==> config.mk <==
export PLATFORM = sky130hd
export DESIGN_NAME = prio_encoder_83_hs_flat
export DESIGN_NICKNAME = d
export VERILOG_FILES = /design/src/rtl/prio_encoder_83_hs_pkg.sv /design/src/rtl/prio_encoder_83_hs_if.sv /design/src/rtl/prio_encoder_83_hs_comb.sv /design/src/rtl/prio_encoder_83_hs.sv /design/src/flat_wrapper.sv
export SDC_FILE = /design/constraint.sdc
export NUM_CORES = 1
export LEC_CHECK = 0
export CELL_PAD_IN_SITES_DETAIL_PLACEMENT = 1
export CELL_PAD_IN_SITES_GLOBAL_PLACEMENT = 2
export CORE_MARGIN = 8
export CORE_UTILIZATION = 27
export CTS_BUF_LIST = sky130_fd_sc_hd__clkbuf_4 sky130_fd_sc_hd__clkbuf_8 sky130_fd_sc_hd__clkbuf_16
export DETAILED_ROUTE_END_ITERATION = 12
export PLACE_DENSITY = 0.71
export REMOVE_ABC_BUFFERS = 1
export SLEW_MARGIN = 10
export SYNTH_ARGS = -nofsm -noshare
export SYNTH_HDL_FRONTEND = slang
export SYNTH_HIERARCHICAL = 1
export SYNTH_SLANG_ARGS = --single-unit
==> constraint.sdc <==
create_clock -name clk -period 2.08 [get_ports clk]
set_clock_uncertainty 0.1 [all_clocks]
set_input_delay 0.52 -clock clk [delete_from_list [all_inputs] [get_ports clk]]
set_output_delay 0.52 -clock clk [all_outputs]
set_load 0.03 [all_outputs]
Figure 1. Clock wires, drivers and flops (run 1).
The bar under the picture is 20 um long.
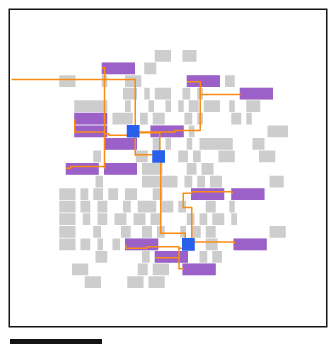
Blue shows clock drivers, count 3. Orange shows clock wires, length 224 um. Purple shows flip-flops, count 15.
There are 4 routed clock nets.
insertion delay to the later sink of the worst-skew pair: 0.29 ns
reported clock group power: 0.172 mW
portion of total power attributed to the clock network: 0.238

Figure 2. Zoomed window (run 1).
Window x 14 to 54, y 14 to 54 um. Cells in grey, sequential cells in the stronger grey; small squares are vias.
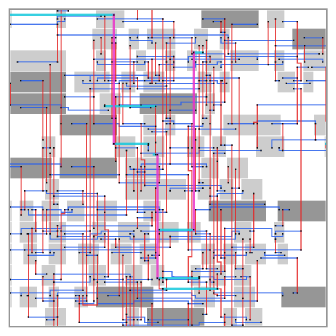
Cyan shows metal 3. Magenta shows metal 4. Blue shows metal 1. Red shows metal 2.
96 logic cells have their middle in the window. Most frequent: dfxtp_1 (13), nand2b_1 (10), buf_4 (10). Sequential cells in the window: 13.

Figure 3. Signal metal coverage by tile (run 1).
The bar under the picture is 20 um long. The die is cut into 14 by 14 equal tiles; white is low, dark blue is high, scaled to the fullest tile. Values are wire area over tile area, all layers added.
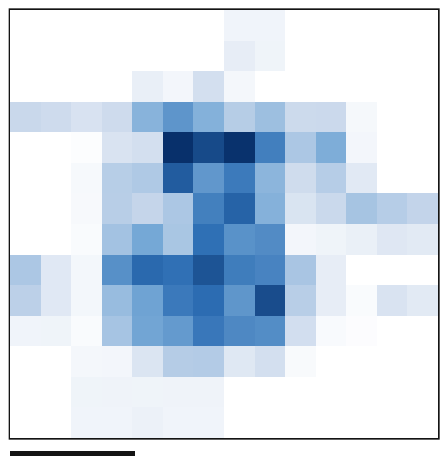
The densest ninth of the die: centre. 15% of the tiles are over half the peak. The mean over all tiles is 0.076.
total routing resource utilization after global routing: 0.1076
final WL: 2.261 mm

==> commit_impl_results.txt, run 1 <==
Add synthesis and place-and-route results

* Run status: finished, final reports clean
- Routing resource usage on met1 recorded by global route was 0.1330.
* Post-place setup slack: -0.1621 ns
- On the reported timing paths, the clock transition at the registers reads 0.10 ns.
- Total Negative Setup Slacks: 0 ns
- Overall power of the completed layout: 0.7227 mW
* Hold-fix buffers at CTS: 0
- The layout summary lists the proportion of cells stronger than drive strength 1 as 0.1966.
- Cycle use final: 0.9561
- Most frequent cell after synthesis: sky130_fd_sc_hd__dfxtp_1
- Of the total synthesized cell area, the portion taken by AND, OR, NAND and NOR gates is 0.2530.
- Total number of cells along the worst setup path: 6
- Antenna Nets Post-Route: 0
* Register area: 300.3 um2
* Met2 Track Usage GR: 0.1638
- Averaged over all synthesized cells, the footprint is 8.627 um2.
- Input and output buffers added on the ports amount to 17.
- Buffers inserted during clock tree synthesis total 3.
- Final hold analysis gives a worst-case slack of 0.4212 ns.
* R2r setup slk: 0.34 ns
- Cell Area, Synth: 742.0 um2
- Seq/Total Area, Yosys: 0.4047
* Count of maximum capacitance violations: 0
- Overall overflow remaining after global route: 0
- In the hold timing report, the worst path depth is 1.
* Antenna diodes: 0
* Transition at the pin with the smallest max-transition slack: 0.4450 ns
- Per the slew report, the remaining headroom to the max-slew limit stands at 0.7027.
- Most used routing layer in global routing: met2
- Dominant flop cell: sky130_fd_sc_hd__dfxtp_1
- Via count of the first global-routing pass: 816
* MUX area fraction: 0.04047
- Power density of the placed cells: 673.2 mW/mm2
- Registers represent a cell area share of 0.2797.
- In the finished design the tool counted flip-flops and latches totalling 15.
* Largest register FFs: 8
- Number of buffers and inverters on the critical path: 2
* Fmax: 0.5028 GHz
- Per STA, the highest per-stage delay on the worst path measures 0.57 ns.
- The post-synth count of flops with an enable pin is 0.
- Number of tap cells inserted: 31
- Detail-routed via count per cell: 5.128
- Detailed routing placed a total of 1.035 mm of wire on met2.
* Floorplan core density: 0.2762
* Cell Int Power: 0.4865 mW
* Number of buffers other than clock buffers in the final layout: 29
* Met3 wire len: 101 um
* Die X-Extent: 68.42 um
* Routability congestion estimate from global placement: 0.8620
* Clock tree root buffer cell: sky130_fd_sc_hd__clkbuf_4
* Ys async rst share: 0
* Number of cells on the worst reg-to-reg path: 6
- Per the CTS log, the maximum H-tree level is 1.
- Finished Cell Area: 0.001074 mm2
- Tally of OpenROAD warnings: 25
- Entering global routing, the biggest net connects 12 pins.
- Post-CTS Setup Repair Bufs: 0
- The stat command in Yosys gives a chip area of 742.0 um2.
* Net Switching: 0.2362 mW
* Final design utilization: 0.3996
- For this run, combinational gates with multiple inputs come to 65.
- The floorplan report gives the top-level pin count as 18.
* Top cells by instance count after synthesis: sky130_fd_sc_hd__dfxtp_1 (15), sky130_fd_sc_hd__nand2b_1 (10), sky130_fd_sc_hd__a21oi_1 (9), sky130_fd_sc_hd__nor2_1 (9)
* Largest area contributor in the netlist: sky130_fd_sc_hd__dfxtp_1
* Total clock sinks: 15
* Leading post-synthesis cells by cell area: sky130_fd_sc_hd__dfxtp_1 (40%), sky130_fd_sc_hd__nand2b_1 (8.4%), sky130_fd_sc_hd__a21oi_1 (6.1%)
- Of the total power, registers draw 0.472.
- In the final report, the number of hold violations comes to 0.
- Layout buffering overhead excluding clock cells: 0.2541
- P&R area growth vs syn: 44.69%
* Critical path fanouts, max: 4
- GR Layer Usage met3: 0.03273
- Non-filler cells in the finished layout: 148
* Number of nets in the finished design: 130
* Drt first-iter violations: 15
- Leakage component of the power: 0.4401 nW
* Area share of and-or/or-and cells after synthesis: 0.2715
- The power report attributes to the combinational group a share of 0.290.
- Switching fraction of total power: 0.3268
- Of the post-synthesis cell area, the dominant cell type holds 0.4047.
* Post-synth regs: 15
- Floorplan die height: 68.42 um
==> run 2, diff against run 1 <==
--- a/config.mk
+++ b/config.mk
@@ -5,6 +5,7 @@
 export SDC_FILE = /design/constraint.sdc
 export NUM_CORES = 1
 export LEC_CHECK = 0
+export CAP_MARGIN = 40
 export CELL_PAD_IN_SITES_DETAIL_PLACEMENT = 1
 export CELL_PAD_IN_SITES_GLOBAL_PLACEMENT = 2
 export CORE_MARGIN = 8
@@ -18,3 +19,4 @@
 export SYNTH_HDL_FRONTEND = slang
 export SYNTH_HIERARCHICAL = 1
 export SYNTH_SLANG_ARGS = --single-unit
+export TNS_END_PERCENT = 10
Figure 4. Zoomed window (run 2).
Window x 14 to 54, y 14 to 54 um. Cells in grey, sequential cells in the stronger grey; small squares are vias.
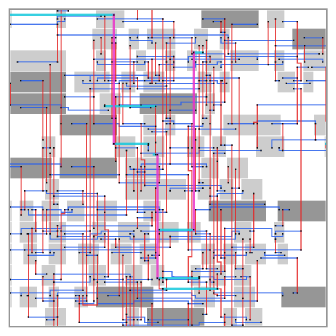
Magenta shows metal 4. Blue shows metal 1. Cyan shows metal 3. Red shows metal 2.
Sequential cells in the window: 13. Most frequent: dfxtp_1 (13), nand2b_1 (10), buf_4 (10). 96 logic cells have their middle in the window.

Figure 5. Clock wires, drivers and flops (run 2).
The bar under the picture is 20 um long.
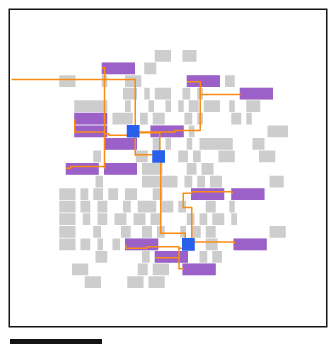
Orange shows clock wires, length 224 um. Blue shows clock drivers, count 3. Purple shows flip-flops, count 15.
There are 4 routed clock nets.

Figure 6. The clock network (run 2).
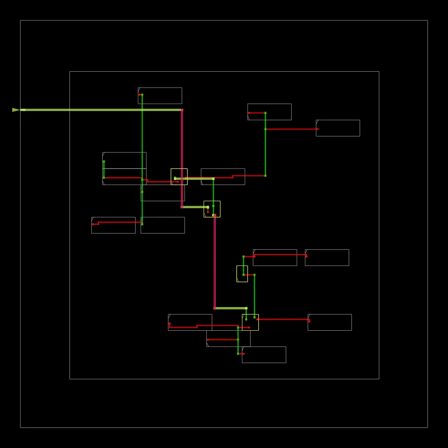
number of CTS-inserted buffers: 3
total clock sinks: 15
final-layout clock buffer total: 3
layout sequential cell count: 15

==> commit_impl_results.txt, run 2 <==
Add synthesis and place-and-route results

* Antenna Nets Post-Route: 0
- Looking at the max-slew report, the worst-margin pin has a slew of 0.4450 ns.
- Per the timing report, the achievable frequency comes out to 0.5028 GHz.
- For this floorplan the total number of well-tap instances is 31.
- The root buffer cell chosen for the clock tree is sky130_fd_sc_hd__clkbuf_4.
* Number of buffers other than clock buffers in the final layout: 29
* Post-CTS clock slew at the launch and capture registers of the worst setup and hold paths: 0.10 ns
* MUX area fraction: 0.04047
* Die X-Extent: 68.42 um
- In this run the number of cells on the critical path is 6.
- Drt first-iter violations: 15
- Maximum cell stage delay along the critical path: 0.57 ns
- For the final routed database, the setup TNS stands at 0 ns.
* Share of layout cells above drive strength 1: 0.1966
- The biggest area contributor in the post-synthesis netlist is sky130_fd_sc_hd__dfxtp_1.
- Power density of the placed cells: 673.2 mW/mm2
* Floorplan die height: 68.42 um
* Area share of and-or/or-and cells after synthesis: 0.2715
- The final timing summary puts the cycle share of the worst path at 0.9561.
- Entering global routing, the biggest net connects 12 pins.
* Area share, top type: 0.4047
- R2r setup slk: 0.34 ns
* Met2 Track Usage GR: 0.1638
* GR Layer Usage met3: 0.03273
- Reported clock group power: 0.172 mW
* Largest register FFs: 8
* Top cells by instance count after synthesis: sky130_fd_sc_hd__dfxtp_1 (15), sky130_fd_sc_hd__nand2b_1 (10), sky130_fd_sc_hd__a21oi_1 (9), sky130_fd_sc_hd__nor2_1 (9)
* Most used routing layer in global routing: met2
- Of the total power, the share spent switching nets is 0.3268.
* Post-place setup slack: -0.1621 ns
* Run status: finished, final reports clean
- For this design the top-level I/O count stands at 18.
* Net Switching: 0.2362 mW
- The leakage component of the power was reported as 0.4401 nW.
- Overall power of the completed layout: 0.7227 mW
- Overall overflow remaining after global route: 0
- Routability congestion estimate from global placement: 0.8620
* Sequential Power Share: 0.472
* Critical path fanouts, max: 4
* Post-synth regs: 15
- Portion of total power attributed to the clock network: 0.238
- Final design utilization: 0.3996
* Share of the final layout cell area in sequential cells: 0.2797
- The mapped netlist covers 742.0 um2.
- Cell internal power was estimated by the tool at 0.4865 mW.
* Total routing resource utilization after global routing: 0.1076
- For this run, global-route usage on met1 was measured as 0.1330.
* P&R area growth vs syn: 44.69%
- Leading post-synthesis cells by cell area: sky130_fd_sc_hd__dfxtp_1 (40%), sky130_fd_sc_hd__nand2b_1 (8.4%), sky130_fd_sc_hd__a21oi_1 (6.1%)
- In this run, synthesis inferred 0 flip-flops with an integrated enable.
* Insertion delay to the later sink of the worst-skew pair: 0.29 ns
* Non-filler cells in the finished layout: 148
- During placement, the flow inserted port buffers numbering 17.
* Chip area from the yosys synthesis statistics: 742.0 um2
- Seq/Total Area, Yosys: 0.4047
* Floorplan core density: 0.2762
- A synthesized cell averages 8.627 um2.
- Most frequent cell after synthesis: sky130_fd_sc_hd__dfxtp_1
- Tally of OpenROAD warnings: 25
- Post-CTS Setup Repair Bufs: 0
- For this run, the leading register cell type out of synthesis is sky130_fd_sc_hd__dfxtp_1.
- Count of maximum capacitance violations: 0
- In the final layout, flip-flops and latches occupy 300.3 um2.
- Layout buffering overhead excluding clock cells: 0.2541
- Finished Cell Area: 0.001074 mm2
* Antenna diodes: 0
No activity file was given, so power comes from the tool's default toggle rates.
